### Signal wires on met1, run 1

Drawn at 4 px/um. Supply wires on this layer in gray.
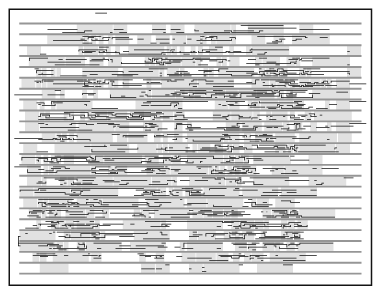
### Placement view, run 1

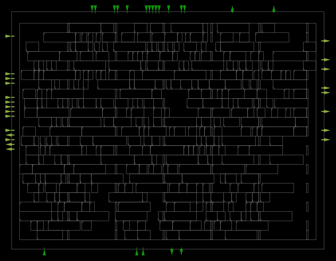
### Placed cells, one color a class, run 1

Drawn at 4 px/um.
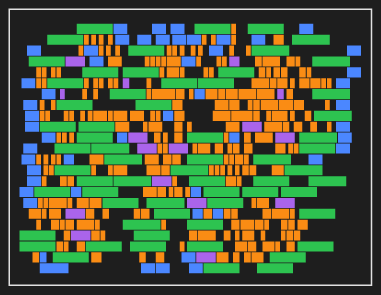
### Cell area per tile, run 1

Drawn at 4 px/um. 9 x 7 tiles, from dark blue (low) to red (high), 0 to 100% covered.
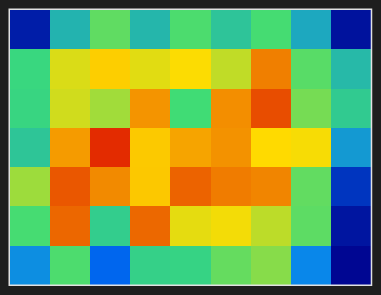
$ cat src/rtl/clock_disp_pkg.sv
// Shared constants for the multiplexed HH:MM:SS seven-segment scanner.
package clock_disp_pkg;

  // Segment patterns, {g,f,e,d,c,b,a}, active-high form.
  localparam logic [6:0] SEG_0    = 7'h3F;
  localparam logic [6:0] SEG_1    = 7'h06;
  localparam logic [6:0] SEG_2    = 7'h5B;
  localparam logic [6:0] SEG_3    = 7'h4F;
  localparam logic [6:0] SEG_4    = 7'h66;
  localparam logic [6:0] SEG_5    = 7'h6D;
  localparam logic [6:0] SEG_6    = 7'h7D;
  localparam logic [6:0] SEG_7    = 7'h07;
  localparam logic [6:0] SEG_8    = 7'h7F;
  localparam logic [6:0] SEG_9    = 7'h6F;
  localparam logic [6:0] SEG_DASH = 7'h40;

  // Digit slot indices; slot 0 is the rightmost digit.
  localparam logic [2:0] DIG_SEC_L = 3'd0;
  localparam logic [2:0] DIG_SEC_M = 3'd1;
  localparam logic [2:0] DIG_MIN_L = 3'd2;
  localparam logic [2:0] DIG_MIN_M = 3'd3;
  localparam logic [2:0] DIG_HR_L  = 3'd4;
  localparam logic [2:0] DIG_HR_M  = 3'd5;

  // Decimal point acts as the separator after the minute and hour units.
  localparam logic [5:0] DP_MASK = 6'b010100;

  typedef enum logic {
    PHASE_ON  = 1'b0,
    PHASE_OFF = 1'b1
  } phase_e;

endpackage

$ cat src/rtl/seg7_decode.sv
// BCD digit to seven-segment pattern (active-high); non-BCD codes show a dash.
module seg7_decode
  import clock_disp_pkg::*;
(
  input  logic [3:0] bcd,
  output logic [6:0] seg
);

  // Pure lookup; anything above 9 is flagged visibly as '-'.
  always_comb begin
    seg = SEG_DASH;
    case (bcd)
      4'd0: seg = SEG_0;
      4'd1: seg = SEG_1;
      4'd2: seg = SEG_2;
      4'd3: seg = SEG_3;
      4'd4: seg = SEG_4;
      4'd5: seg = SEG_5;
      4'd6: seg = SEG_6;
      4'd7: seg = SEG_7;
      4'd8: seg = SEG_8;
      4'd9: seg = SEG_9;
      default: seg = SEG_DASH;
    endcase
  end

endmodule

$ cat src/rtl/clock_display_scan.sv
// Six-digit multiplexed display scanner with per-frame snapshot, anti-ghost gap and alarm flash.
module clock_display_scan
  import clock_disp_pkg::*;
#(
  parameter int SCAN_DIV     = 1000,
  parameter int BLINK_FRAMES = 50,
  parameter bit ACTIVE_LOW   = 1'b1
) (
  input  logic       clk,
  input  logic       reset,
  input  logic [1:0] hour_msb,
  input  logic [3:0] hour_lsb,
  input  logic [3:0] min_msb,
  input  logic [3:0] min_lsb,
  input  logic [3:0] sec_msb,
  input  logic [3:0] sec_lsb,
  input  logic       alarm,
  input  logic       en,
  input  logic       blank_lz,
  output logic [6:0] seg,
  output logic       dp,
  output logic [5:0] dig_en,
  output logic       frame_start
);

  localparam int PRE_W = $clog2(SCAN_DIV);
  localparam int BLK_W = (BLINK_FRAMES > 1) ? $clog2(BLINK_FRAMES) : 1;

  localparam logic [6:0] SEG_OFF = {7{ACTIVE_LOW}};
  localparam logic [5:0] DIG_OFF = {6{ACTIVE_LOW}};

  logic [PRE_W-1:0] pre_cnt;
  logic             tick;
  logic [2:0]       dig_ptr;
  logic             frame_wrap;

  logic [1:0]       snap_hr_m;
  logic [3:0]       snap_hr_l, snap_min_m, snap_min_l, snap_sec_m, snap_sec_l;

  logic             alarm_d;
  logic             alarm_rise;
  phase_e           phase, phase_nxt;
  logic [BLK_W-1:0] blink_cnt, blink_cnt_nxt;

  logic             vld_p0;
  logic [2:0]       sel_p0;

  logic [3:0]       bcd_sel;
  logic [6:0]       seg_raw;
  logic [5:0]       dig_onehot;
  logic             show;

  logic [6:0]       seg_p1;
  logic             dp_p1;
  logic [5:0]       dig_en_p1;
  logic             frame_start_p1;

  assign tick       = (pre_cnt == PRE_W'(SCAN_DIV - 1));
  assign frame_wrap = tick && (dig_ptr == DIG_SEC_L);
  assign alarm_rise = alarm && !alarm_d;

  // Slot-rate prescaler and pointer to the digit the next tick will select.
  always_ff @(posedge clk or negedge reset) begin
    if (!reset) begin
      pre_cnt <= '0;
      dig_ptr <= DIG_SEC_L;
    end else begin
      pre_cnt <= tick ? '0 : pre_cnt + 1'b1;
      if (tick)
        dig_ptr <= (dig_ptr == DIG_HR_M) ? DIG_SEC_L : dig_ptr + 3'd1;
    end
  end

  // Whole-frame snapshot so the six digits of one frame never tear.
  always_ff @(posedge clk or negedge reset) begin
    if (!reset) begin
      snap_hr_m  <= '0;
      snap_hr_l  <= '0;
      snap_min_m <= '0;
      snap_min_l <= '0;
      snap_sec_m <= '0;
      snap_sec_l <= '0;
    end else if (frame_wrap) begin
      snap_hr_m  <= hour_msb;
      snap_hr_l  <= hour_lsb;
      snap_min_m <= min_msb;
      snap_min_l <= min_lsb;
      snap_sec_m <= sec_msb;
      snap_sec_l <= sec_lsb;
    end
  end

  // Blink phase state register and frame counter.
  always_ff @(posedge clk or negedge reset) begin
    if (!reset) begin
      phase     <= PHASE_ON;
      blink_cnt <= '0;
      alarm_d   <= 1'b0;
    end else begin
      phase     <= phase_nxt;
      blink_cnt <= blink_cnt_nxt;
      alarm_d   <= alarm;
    end
  end

  // Blink next state: alarm edge restarts the flash visible, even on a frame wrap.
  always_comb begin
    phase_nxt     = phase;
    blink_cnt_nxt = blink_cnt;
    if (alarm_rise) begin
      phase_nxt     = PHASE_ON;
      blink_cnt_nxt = '0;
    end else if (frame_wrap) begin
      if (blink_cnt == BLK_W'(BLINK_FRAMES - 1)) begin
        blink_cnt_nxt = '0;
        phase_nxt     = (phase == PHASE_ON) ? PHASE_OFF : PHASE_ON;
      end else begin
        blink_cnt_nxt = blink_cnt + 1'b1;
      end
    end
  end

  // Stage p0: latch the slot chosen by this tick.
  always_ff @(posedge clk or negedge reset) begin
    if (!reset) begin
      vld_p0 <= 1'b0;
      sel_p0 <= DIG_SEC_L;
    end else begin
      vld_p0 <= tick;
      if (tick)
        sel_p0 <= dig_ptr;
    end
  end

  // Pick the snapshot digit for the latched slot and decide whether it may light.
  always_comb begin
    bcd_sel = '0;
    case (sel_p0)
      DIG_SEC_L: bcd_sel = snap_sec_l;
      DIG_SEC_M: bcd_sel = snap_sec_m;
      DIG_MIN_L: bcd_sel = snap_min_l;
      DIG_MIN_M: bcd_sel = snap_min_m;
      DIG_HR_L:  bcd_sel = snap_hr_l;
      DIG_HR_M:  bcd_sel = {2'b00, snap_hr_m};
      default:   bcd_sel = '0;
    endcase
    dig_onehot = 6'b000001 << sel_p0;
    show = en
        && (!alarm || (phase == PHASE_ON) || alarm_rise)
        && !(blank_lz && (sel_p0 == DIG_HR_M) && (snap_hr_m == 2'd0));
  end

  seg7_decode u_dec (
    .bcd (bcd_sel),
    .seg (seg_raw)
  );

  // Stage p1: blank digits the cycle after a tick, then drive the new slot.
  always_ff @(posedge clk or negedge reset) begin
    if (!reset) begin
      seg_p1         <= SEG_OFF;
      dp_p1          <= ACTIVE_LOW;
      dig_en_p1      <= DIG_OFF;
      frame_start_p1 <= 1'b0;
    end else begin
      frame_start_p1 <= 1'b0;
      if (tick) begin
        dig_en_p1 <= DIG_OFF;
      end else if (vld_p0) begin
        seg_p1         <= seg_raw ^ SEG_OFF;
        dp_p1          <= DP_MASK[sel_p0] ^ ACTIVE_LOW;
        dig_en_p1      <= (show ? dig_onehot : 6'b000000) ^ DIG_OFF;
        frame_start_p1 <= (sel_p0 == DIG_SEC_L);
      end
    end
  end

  assign seg         = seg_p1;
  assign dp          = dp_p1;
  assign dig_en      = dig_en_p1;
  assign frame_start = frame_start_p1;

endmodule

$ cat config.mk
export PLATFORM = sky130hd
export DESIGN_NAME = clock_display_scan
export DESIGN_NICKNAME = d
export VERILOG_FILES = /design/src/rtl/clock_disp_pkg.sv /design/src/rtl/seg7_decode.sv /design/src/rtl/clock_display_scan.sv
export SDC_FILE = /design/constraint.sdc
export NUM_CORES = 1
export LEC_CHECK = 0
export ABC_CLOCK_PERIOD_IN_PS = 2200
export CORE_ASPECT_RATIO = 0.75
export CORE_MARGIN = 2
export CORE_UTILIZATION = 54
export DETAILED_ROUTE_END_ITERATION = 16
export GPL_ROUTABILITY_DRIVEN = 0
export PLACE_DENSITY = 0.79
export SLEW_MARGIN = 30
export SYNTH_ARGS = -nofsm -noshare
export SYNTH_HDL_FRONTEND = slang
export SYNTH_SLANG_ARGS = --single-unit
$ cat constraint.sdc
create_clock -name clk -period 2.2 [get_ports clk]
set_input_delay 0.44 -clock clk [delete_from_list [all_inputs] [get_ports clk]]
set_output_delay 0.44 -clock clk [all_outputs]
set_load 0.005 [all_outputs]
==> Slide: Implementation Results, run 1 <==
Key Metrics from the Run

Clock tree
  • Post-CTS Hold Buffers: 0
  • CTS Sinks: roughly 62
  • Clk root buf: clkbuf_8
  • CTS tree: done
  • Clock Latency Late Sink: ~340 ps
  • CTS max path bufs: 2

Critical path
  • Type of origin of the critical path: register
  • Max incr delay on CP: between 500 and 600 ps
  • Worst R2R Start: pre_cnt[0]$_DFF_PN0_
  • WP data arrival: 2290 ps
  • Crit path max-delay cell type: or3_1
  • WS Path Type: register to register
  • CP endpoint kind: register
  • RR Endpoint: phase$_DFFE_PN0P_
  • CP max FO: 10
  • Cells on worst reg2reg path: 5
  • CP bufs+invs: 0
  • Top delay family on crit path: simple AND/OR/NAND/NOR gates

Global route
  • Total GRT Usage: roughly 22%
  • Initial antenna violation count: 0
  • First-pass GRT wire length: roughly 11 mm
  • Largest net degree at the start of global routing: 63

Route
  • Routed vias/inst: 5.430
  • Pre-antenna DRT Iters: 5

Layout
  • Finished Layout Cells: about 440
  • Diode count: 0
  • Logic area: 1354 um2
  • Layout area overhead: 23.42%
  • Layout Nets: 400

Synth
  • Post-synth EDFFs: 0
  • Dominant kind of combinational cell: simple AND/OR/NAND/NOR gates
  • Aoi/oai-family share of the synthesized area: roughly an eighth
  • Asr flop ratio synth: 100.0%
  • Area leader, netlist: dfrtp_1
  • Synthesized area: 3008 um2
  • Sequential area share after synthesis: between 50% and 60%
  • Simple-gate area share of the yosys netlist: about a quarter
  • Adders+Majority by Area: approximately 3.7%
  • Syn Nets: roughly 350
  • Yosys cell count: 316
  • Chip Area, Yosys: 3008 um2
  • Post-synth mux share: 2.995%
  • Post-synth top cells: 95 x nand2_1, 48 x dfrtp_1, 21 x nor2_1
  • Largest cells by area after synthesis: dfrtp_1 40%, dfstp_2 12%, nand2_1 12%
  • Post-Syn Instances: 316
  • Top cell type's share of synthesized area: around two fifths
  • Top-count cell post-synth: nand2_1
  • Mapped Avg Cell Area: 9.519 um2

Floorplanning
  • # rows: 23
  • Die ar.: a little over 6000 um2
  • Core Util at FP: about 56%
  • Core area: between 5000 and 6000 um2
  • # IOs: roughly 42

Final timing
  • Setup TNS: 0 ps
  • Crit path time final: slightly above 2000 ps
  • Hold Violations, Final: 0
  • Max_slew headroom: between 60% and 70%
  • Fmax: approximately 0.50 GHz
  • Clock Skew: ~5.6 ps
  • Final period utilization: between 90 and 100%
  • Worst Tran Pin Value: 513.3 ps
  • RSZ-0062 raised after global routing: false

Placement
  • Detailed Place HPWL: between 4 and 5 mm
  • Buffers on Ports: between 40 and 50
  • Placed instance count: 428

Power
  • Switching portion of total power: roughly a fifth
  • Combinational power: between 0.00007 and 0.00008 W
  • Clk pwr: 0.000925 W
  • Power per cell area: approximately 580 nW/um2
  • Part of the power in registers: 53.4%
  • Clock power share: 43.2%
  • Max power group: sequential cells
  • Worst IR Drop VDD: about 500 uV
  • Psw: approximately 0.00046 W

Flow run
  • OpenROAD warning count: 32

Outcome
  • Run status: finished, final reports clean
## Picture notes: 'Signal wires on met1'
share of all routed wire: 48%
main direction: horizontal
Routed WL: 6.282 mm
global-route met1 utilization: 30.36%
Vias: 2,411

## Picture notes: 'Placement view'
Flop Count: 62
fill count: 422

## Picture notes: 'Placed cells, one color a class'
| color | class | cells | share of their area |
|---|---|---|---|
| orange | remaining logic cells | 240 | 38% |
| purple | clock drivers and dummy loads | 16 | 5.2% |
| blue | remaining buffers and delay cells | 51 | 14% |
| green | registers | 62 | 43% |

## Picture notes: 'Cell area per tile'
fullest tile: 95%
densest ninth of the die: middle
emptiest ninth of the die: bottom right

==> run 1: worst max-delay path by stage <==
stage / from / end / slack, ps / cells past startpoint
floorplan: sel_p0[0]$_DFFE_PN0P_ / seg[0]$_DFFE_PN1P_ / 300 / 10
global placement: pre_cnt[0]$_DFF_PN0_ / phase$_DFFE_PN0P_ / 240 / 5
detailed placement: sel_p0[0]$_DFFE_PN0P_ / seg[4]$_DFFE_PN1P_ / 120 / 8
CTS: sel_p0[0]$_DFFE_PN0P_ / seg[4]$_DFFE_PN1P_ / 110 / 8
global route: pre_cnt[0]$_DFF_PN0_ / phase$_DFFE_PN0P_ / 30 / 5
finish: pre_cnt[0]$_DFF_PN0_ / phase$_DFFE_PN0P_ / 180 / 5
==> run 1: state kept, by name (all words and copies together), names as in the netlist <==
signal and cells:
dig_en 6, sel_p0 3, pre_cnt 10, snap_hr_l 4
snap_sec_l 4, frame_start 1, snap_sec_m 4, snap_min_m 4
snap_min_l 4, vld_p0 1, blink_cnt 6, alarm_d 1
phase 1, seg 7, snap_hr_m 2, dig_ptr 3
dp 1
==> run 1: layer usage <==
layer / wire [um] / GRT usage [%]
met5: 0 / 0
met3: 345 / 6.957
met2: 2836 / 33.93
met4: 58 / 7.115
met1: 3041 / 30.36
==> run 1: worst reg2reg max path, stage by stage, from the launching register on <==
cell and delay (ps):
dfrtp_1 370, ha_1 240, and4_1 270, nand4_1 420
or3_1 510, a21oi_1 150
==> run 1: cells in the final DEF (no fill, tap or decap), types with 4 or more instances in the layout <==
master	synthesis	layout
nand2_1	95	95
dfrtp_1	48	47
clkdlybuf4s50_1	0	40
nor2_1	21	21
dfstp_2	14	14
clkbuf_8	0	12
mux2i_1	9	9
o21ai_0	9	9
nand3_1	9	9
ha_1	9	9
buf_4	2	9
a21oi_1	8	8
nor3_1	6	6
a31oi_1	5	5
nand4_1	4	4
xnor2_1	4	4
and3_1	4	4
o211ai_1	4	4
o22ai_1	4	4
==> run 1: stage by stage <==
stage | instance area, um2 | hold WS, ps | util [%] | total power, W
CTS | 3705 | 102.6 | 69.21 | 0.002166
floorplan | 3008 | 144.4 | - | 0.001166
global placement | 3518 | 446.5 | 65.73 | 0.001238
global route | 3712 | 115.4 | 69.35 | 0.002218
finish | 3712 | 71.67 | 69.35 | 0.002142
detailed placement | 3518 | 452.3 | 65.73 | 0.001239
==> run 1: cells by family after synthesis <==
| kind of cell | Yosys count |
|---|---|
| DFF | 62 |
| adders and majority gates | 9 |
| AOI/OAI and AO/OA | 51 |
| xor gates and xnor gates | 7 |
| muxes | 9 |
| and+or+nand+nor | 160 |
| buffers and inverters | 18 |
==> run 1: repair_timing <==
action | 4_1_cts | 5_1_grt
endpoints found under the hold margin | 0 | 0
buffers inserted | 0 | 0
setup endpoints to repair | 0 | 1
resized | 0 | 2
==> run 1: layout make-up <==
| type | count | share of cell area (%) |
|---|---|---|
| clock inverter | 3 | 0.4719 |
| tap | 75 | 2.528 |
| timing repair buffer | 51 | 13.28 |
| clock buffer | 13 | 4.550 |
| sequential | 62 | 42.30 |
| multi-input combinational | 236 | 36.47 |
| inverter | 4 | 0.4044 |
### Nets reached from selected ports, run 1

Drawn at 3 px/um.
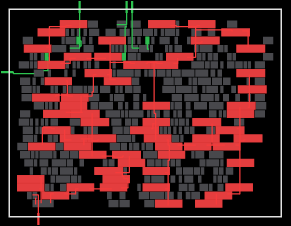

==> run 1 -> run 2 <==
--- a/config.mk
+++ b/config.mk
@@ -8,11 +8,12 @@
 export ABC_CLOCK_PERIOD_IN_PS = 2200
 export CORE_ASPECT_RATIO = 0.75
 export CORE_MARGIN = 2
-export CORE_UTILIZATION = 54
+export CORE_UTILIZATION = 41
 export DETAILED_ROUTE_END_ITERATION = 16
 export GPL_ROUTABILITY_DRIVEN = 0
-export PLACE_DENSITY = 0.79
+export PLACE_DENSITY = 0.65
 export SLEW_MARGIN = 30
 export SYNTH_ARGS = -nofsm -noshare
 export SYNTH_HDL_FRONTEND = slang
+export SYNTH_HIERARCHICAL = 1
 export SYNTH_SLANG_ARGS = --single-unit
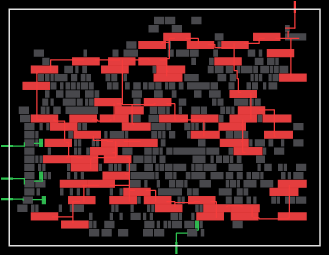
*Nets reached from selected ports, run 2*
Drawn at 3 px/um.
| color | port | bits | direction | end cells | buffers | wire |
|---|---|---|---|---|---|---|
| red | reset | 1 | input | 62 | 2 | 418 um |
| green | hour_lsb | 4 | input | 4 | 4 | 38.4 um |
# IOs: 42
Buffers on Ports: 41

==> run 2 against run 1 <==
  * Final cell count rose by 8.6%
  * Area after synthesis rose by 0.37%
  * Largest cell class unchanged
  * Maximum frequency fell by 1.0%
  * Sequential power barely moved
  * Wire length rose by 4.4%
  * Register-to-register slack got worse by 20 ps
  * Non-clock buffer count rose by 8
  * First-iteration DRC count fell by 42%
  * Critical endpoint is now blink_cnt[2]$_DFFE_PN0P_
  * Via count fell by 1.3%
  * Combinational power rose by 3.1%
  * Synthesized cell count rose by 1.3%
  * Critical path type unchanged
  * Sequential share of layout area fell by 1.5 points
==> Slide: Implementation Results, run 2 <==
Key Metrics from the Run

Outcome
  • Run status: finished, final reports clean

Flow run
  • OpenROAD warning count: 32 (unchanged)

Global route
  • First-pass GRT wire length: 11.00 mm (+4.3%)
  • Largest net degree at the start of global routing: 63 (unchanged)
  • Total GRT Usage: 17.94% (-4.1 points)
  • GRT overflow: 0
  • Initial antenna violation count: 0 (unchanged)

Power
  • Total power: 0.002326 W (+8.6%)
  • Power per cell area: 603.1 nW/um2 (+4.5%)

Placement
  • Detailed Place HPWL: 4.723 mm (+7.8%)

Critical path
  • WP data arrival: 2250 ps (-40 ps)
  • WS Path Type: register to register
  • CP endpoint kind: register
  • Type of origin of the critical path: register
  • Max incr delay on CP: 590 ps (+80 ps)
  • Worst R2R Start: pre_cnt[9]$_DFF_PN0_
  • CP max FO: 19 (+9)
  • Cells on worst reg2reg path: 5 (unchanged)
  • Crit path max-delay cell type: or4_4

Synth
  • Commonest flop: dfrtp_1
  • Mapped Avg Cell Area: 9.435 um2 (-0.88%)
  • Area leader, netlist: dfrtp_1
  • Synthesized area: 3019 um2 (+0.37%)
  • Sequential area share after synthesis: 51.97% (-0.19 points)
  • Chip Area, Yosys: 3019 um2 (+0.37%)
  • Asr flop ratio synth: 100.0% (unchanged)
  • Top-count cell post-synth: nand2_1
  • Top cell type's share of synthesized area: 39.78% (-0.15 points)
  • Largest cells by area after synthesis: dfrtp_1 40%, dfstp_2 12%, nand2_1 11%
  • Yosys cell count: 320 (+1.3%)
  • Post-Syn Instances: 320 (+1.3%)

Final timing
  • Setup TNS: 0 ps (unchanged)
  • RSZ-0062 raised after global routing: false
  • Crit path time final: 2039 ps (+20.42 ps)
  • Worst Tran Pin Value: 351.8 ps (-161.5 ps)
  • Clock Skew: 6.827 ps (+1.207 ps)
  • Hold Violations, Final: 0 (unchanged)
  • Fmax: 0.4906 GHz (-1.0%)
  • Final period utilization: 92.66% (+0.93 points)
  • Max_slew headroom: 76.37% (+11 points)

Clock tree
  • Clock Latency Late Sink: 340 ps (about the same)
  • CTS Sinks: 62 (unchanged)
  • Clk root buf: clkbuf_8
  • CTS tree: done

Route
  • Vias: 2,380 (-1.3%)
  • DR WL met3: 244 um (-29%)
  • Highest Signal Layer: met4
  • Routed WL: 6.556 mm (+4.4%)
  • Pre-antenna DRT Iters: 5 (unchanged)

Floorplanning
  • Die ar.: 8073 um2 (+30%)
  • Die Wd: approximately 100 um

Layout
  • Layout Nets: 412 (+3.0%)
  • Top Layout Cells: 92 x nand2_1, 45 x dfrtp_1, 40 x clkdlybuf4s50_1
  • Layout area overhead: 27.77%
  • Most instantiated logic cell after routing: nand2_1
  • Diode count: 0 (unchanged)
  • Largest register FFs: 10 (unchanged)
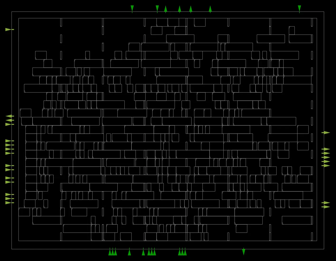
*Placement view, run 2*
fill count: 663
Seq area share: 40.77%
# rows: 27
core area: 7229 um2

## run 2: final cells by class
class	count	area (um2)	share of cell area, %
clock buffer	12	145.1	3.763
clock inverter	4	70.07	1.816
inverter	13	48.80	1.265
multi-input combinational	231	1341	34.77
sequential	62	1573	40.77
tap	101	126.4	3.276
timing repair buffer	59	553.0	14.34
## run 2: worst paths after layout
kind,to,slack [ps]
worst min-delay path,pre_cnt[8]$_DFF_PN0_,80
max in group asynchronous,seg[4]$_DFFE_PN1P_,1790
worst min register to register,snap_min_l[3]$_DFFE_PN0P_,470
worst max register to register,blink_cnt[2]$_DFFE_PN0P_,160
worst max-delay path,blink_cnt[2]$_DFFE_PN0P_,160
min in group clk,snap_min_l[3]$_DFFE_PN0P_,470
## run 2: logic make-up after synthesis
group	after synthesis	synth area share, %
AND-OR/OR-AND	56	11.85
XOR/XNOR	6	1.741
adder cells (fa/ha/maj)	9	3.730
buffers and inverters	27	4.103
flip-flops	62	51.97
multiplexers	7	3.232
AND/OR/NAND/NOR	153	23.37
## run 2: power by group
group | internal (W) | switching, W | leakage (nW)
Combinational | 0.0000455 | 0.0000309 | 0.819
Clock | 0.000666 | 0.000441 | 0.110
Sequential | 0.00114 | 0.000000707 | 0.679
## run 2: repair_timing
action	in CTS	in global routing
gates resized	0	4
setup endpoints to repair	0	4
buffers inserted	0	2
## run 2: metrics by stage
stage / hold WS, ps / worst slack, ps / instance area, um2 / cells / utilization, %
2_1_floorplan: 144.4 / 108.4 / 3020 / 320 / -
3_3_place_gp: 457.8 / 145.9 / 3617 / 464 / 50.03
3_5_place_dp: 456.1 / 59.59 / 3617 / 464 / 50.03
4_1_cts: 95.88 / 49.27 / 3832 / 480 / 53.01
5_1_grt: 96.14 / 13.10 / 3857 / 482 / 53.36
6_report: 81.58 / 161.5 / 3857 / 482 / 53.36
## run 2: worst max-delay path: cells and delay by family, from the launching register on
family,cells,cell delay [ps]
flops,1,400
buf+inv,1,230
simple gates,2,1020
compound gates,2,250
## run 2: per-layer routing
layer	vias up	GRT usage (%)
met3	8	4.630
met5	-	0
met2	38	24.29
met4	0	7.105
met1	1125	27.09
li1	1209	-
### Cell area per tile, run 2

Drawn at 4 px/um. 10 x 8 tiles, from dark blue (low) to red (high), 0 to 100% covered.
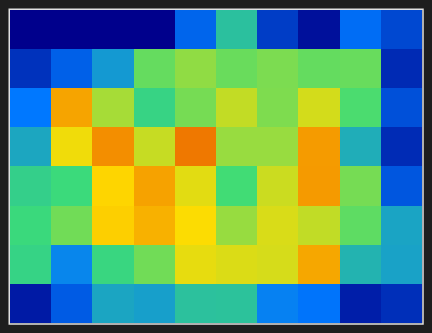

==> run 2 -> run 3 <==
--- a/config.mk
+++ b/config.mk
@@ -8,10 +8,10 @@
 export ABC_CLOCK_PERIOD_IN_PS = 2200
 export CORE_ASPECT_RATIO = 0.75
 export CORE_MARGIN = 2
-export CORE_UTILIZATION = 41
+export CORE_UTILIZATION = 30
 export DETAILED_ROUTE_END_ITERATION = 16
 export GPL_ROUTABILITY_DRIVEN = 0
-export PLACE_DENSITY = 0.65
+export PLACE_DENSITY = 0.51
 export SLEW_MARGIN = 30
 export SYNTH_ARGS = -nofsm -noshare
 export SYNTH_HDL_FRONTEND = slang
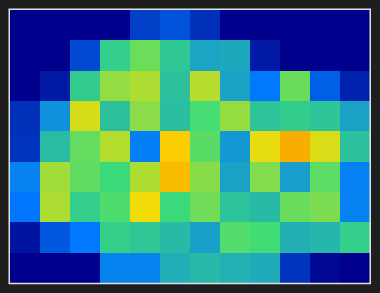
*Cell area per tile, run 3*
Drawn at 3 px/um. 12 x 9 tiles, from dark blue (low) to red (high), 0 to 100% covered.
emptiest ninth of the die: top right
mean over tiles: 35%
nearly empty tiles: 19%
fullest tile: 80%
tiles over 75% full: 2.8%

==> run 3 against run 2 <==
  * Register-to-register slack got worse by 60 ps
  * Wire length rose by 4.1%
  * First-iteration DRC count rose by 38%
  * Power rose by 7.2%
  * Area after synthesis did not move
==> Slide: Implementation Results, run 3 <==
Key Metrics from the Run

Floorplanning
  • # rows: 31 (+15%)
  • Die ar.: 10,890 um2 (+35%)
  • Core area: 9736 um2 (+35%)
  • Die Wd: 119.8 um (+16%)

Critical path
  • Cells on worst reg2reg path: 4 (-1)
  • Worst R2R Start: pre_cnt[3]$_DFF_PN0_
  • Type of origin of the critical path: register
  • WP data arrival: 2350 ps (+100 ps)

Synth
  • Top cell type's share of synthesized area: 39.78% (unchanged)
  • Simple-gate area share of the yosys netlist: 23.37% (unchanged)
  • Adders+Majority by Area: 3.730% (unchanged)
  • Post-synth mux share: 3.232% (unchanged)
  • Commonest flop: dfrtp_1
  • Top-count cell post-synth: nand2_1
  • XOR/XNOR Fraction of Synth Area: 1.741% (unchanged)
  • Area leader, netlist: dfrtp_1
  • Mapped Avg Cell Area: 9.435 um2 (unchanged)
  • Dominant kind of combinational cell: simple AND/OR/NAND/NOR gates
  • Largest cells by area after synthesis: dfrtp_1 40%, dfstp_2 12%, nand2_1 11%
  • Sequential area share after synthesis: 51.97% (unchanged)

Final timing
  • Hold Violations, Final: 0 (unchanged)
  • Max_slew headroom: 74.23% (-2.1 points)
  • Clock Skew: 4.548 ps (-2.279 ps)
  • Crit path time final: 2100 ps (+61.94 ps)
  • Fmax: 0.4761 GHz (-2.9%)
  • Setup TNS: 0 ps (unchanged)
  • RSZ-0062 raised after global routing: false
  • Worst Tran Pin Value: 384.0 ps (+32.20 ps)

Power
  • Gate power share: 3.1% (-0.2 points)
  • Power per cell area: 631.9 nW/um2 (+4.8%)
  • Clock power share: 51.0% (+3.4 points)

Placement
  • Area after DPL: 3671 um2 (+1.5%)
  • Buffers on Ports: 41 (unchanged)
  • Detailed Place HPWL: 4.943 mm (+4.6%)

Layout
  • Diode count: 0 (unchanged)
  • Logic area: 1341 um2 (unchanged)
  • Register area: 1570 um2 (-0.16%)
  • Layout area overhead: 30.71%
  • Fill count: 986 (+49%)

Route
  • Vias: 2,371 (-0.38%)
  • Pre-antenna DRT Iters: 4 (-1)

Flow run
  • OpenROAD warning count: 32 (unchanged)

Clock tree
  • Post-CTS setup buffer count: 0 (unchanged)
  • CTS tree: done
  • CTS Sinks: 62 (unchanged)

Global route
  • Initial antenna violation count: 0 (unchanged)
  • GRT overflow: 0 (unchanged)
  • Largest net degree at the start of global routing: 63 (unchanged)

Outcome
  • Run status: finished, final reports clean
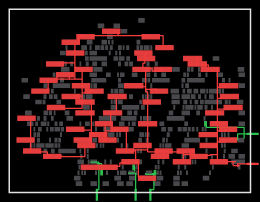
*Nets reached from selected ports, run 3*
Drawn at 2 px/um.
| color | port | bits | direction | end cells | buffers | wire |
|---|---|---|---|---|---|---|
| green | hour_lsb | 4 | input | 4 | 4 | 93.8 um |
| red | reset | 1 | input | 62 | 2 | 513 um |

[run 3: cell types whose count changed in the layout (fill, tap and decap cells not counted), sizes merged]
cell    before  now
clkinv       2    5
clkbuf      12   11
bufinv       2    0
[run 3: cell families after synthesis]
logic type / after synthesis
buffers and inverters: 27
AOI/OAI and AO/OA: 56
adders and majority gates: 9
muxes: 7
xor gates and xnor gates: 6
and+or+nand+nor: 153
DFF: 62
[run 3: area by class of cell]
cell class / count / share of cell area [%]
Clock buffer: 11 / 6.151
Clock inverter: 5 / 0.6341
Inverter: 13 / 1.237
Multi-Input combinational cell: 231 / 33.99
Sequential cell: 62 / 39.79
Tap cell: 132 / 4.185
Timing Repair Buffer: 59 / 14.01
[run 3: worst max-delay path, cell delays in order, from the launching register on]
cell and delay, ps:
dfrtp_1 430, or3b_4 450, or4_4 610, or3_1 380, a21oi_1 150
[run 3: worst max-delay path by stage]
stage                          startpoint                        to  slack, ps
floorplan           sel_p0[0]$_DFFE_PN0P_        seg[5]$_DFFE_PN1P_        110
global placement    sel_p0[0]$_DFFE_PN0P_        seg[5]$_DFFE_PN1P_        130
detailed placement  sel_p0[0]$_DFFE_PN0P_        seg[5]$_DFFE_PN1P_          6
CTS                 sel_p0[0]$_DFFE_PN0P_        seg[0]$_DFFE_PN1P_         50
global route        sel_p0[0]$_DFFE_PN0P_        seg[0]$_DFFE_PN1P_         30
finish               pre_cnt[3]$_DFF_PN0_  blink_cnt[3]$_DFFE_PN0P_        100
[run 3: metrics by stage]
step / util (%) / worst slack, ps / instances
global placement: 37.71 / 129.3 / 497
detailed placement: 37.71 / 6.184 / 497
floorplan: - / 108.4 / 320
CTS: 40.52 / 53.30 / 513
global route: 40.53 / 26.23 / 513
finish: 40.53 / 99.55 / 513
[run 3: repair_timing]
| action | in CTS | in global routing |
|---|---|---|
| resized | 1 | 2 |
| hold buffers | 0 | 0 |
| setup endpoints to repair | 1 | 2 |
[run 3: layer usage]
metal	routed length [um]	global-route usage (%)	up-vias
met3	275	4.798	9
met1	3510	18.85	1119
li1	-	-	1207
met5	0	0	-
met4	102	4.706	0
met2	2938	20.43	36
[run 3: power groups by stage]
stage / clock (W) / sequential, W / combinational, W
after floorplan: 0 / 0.00116 / 0.00000391
after global placement: 0 / 0.00116 / 0.0000809
after detailed placement: 0 / 0.00116 / 0.0000812
after CTS: 0.00131 / 0.00114 / 0.0000817
after global routing: 0.00137 / 0.00114 / 0.0000869
final: 0.00127 / 0.00114 / 0.0000784
Power is estimated from default activity; no workload was simulated.
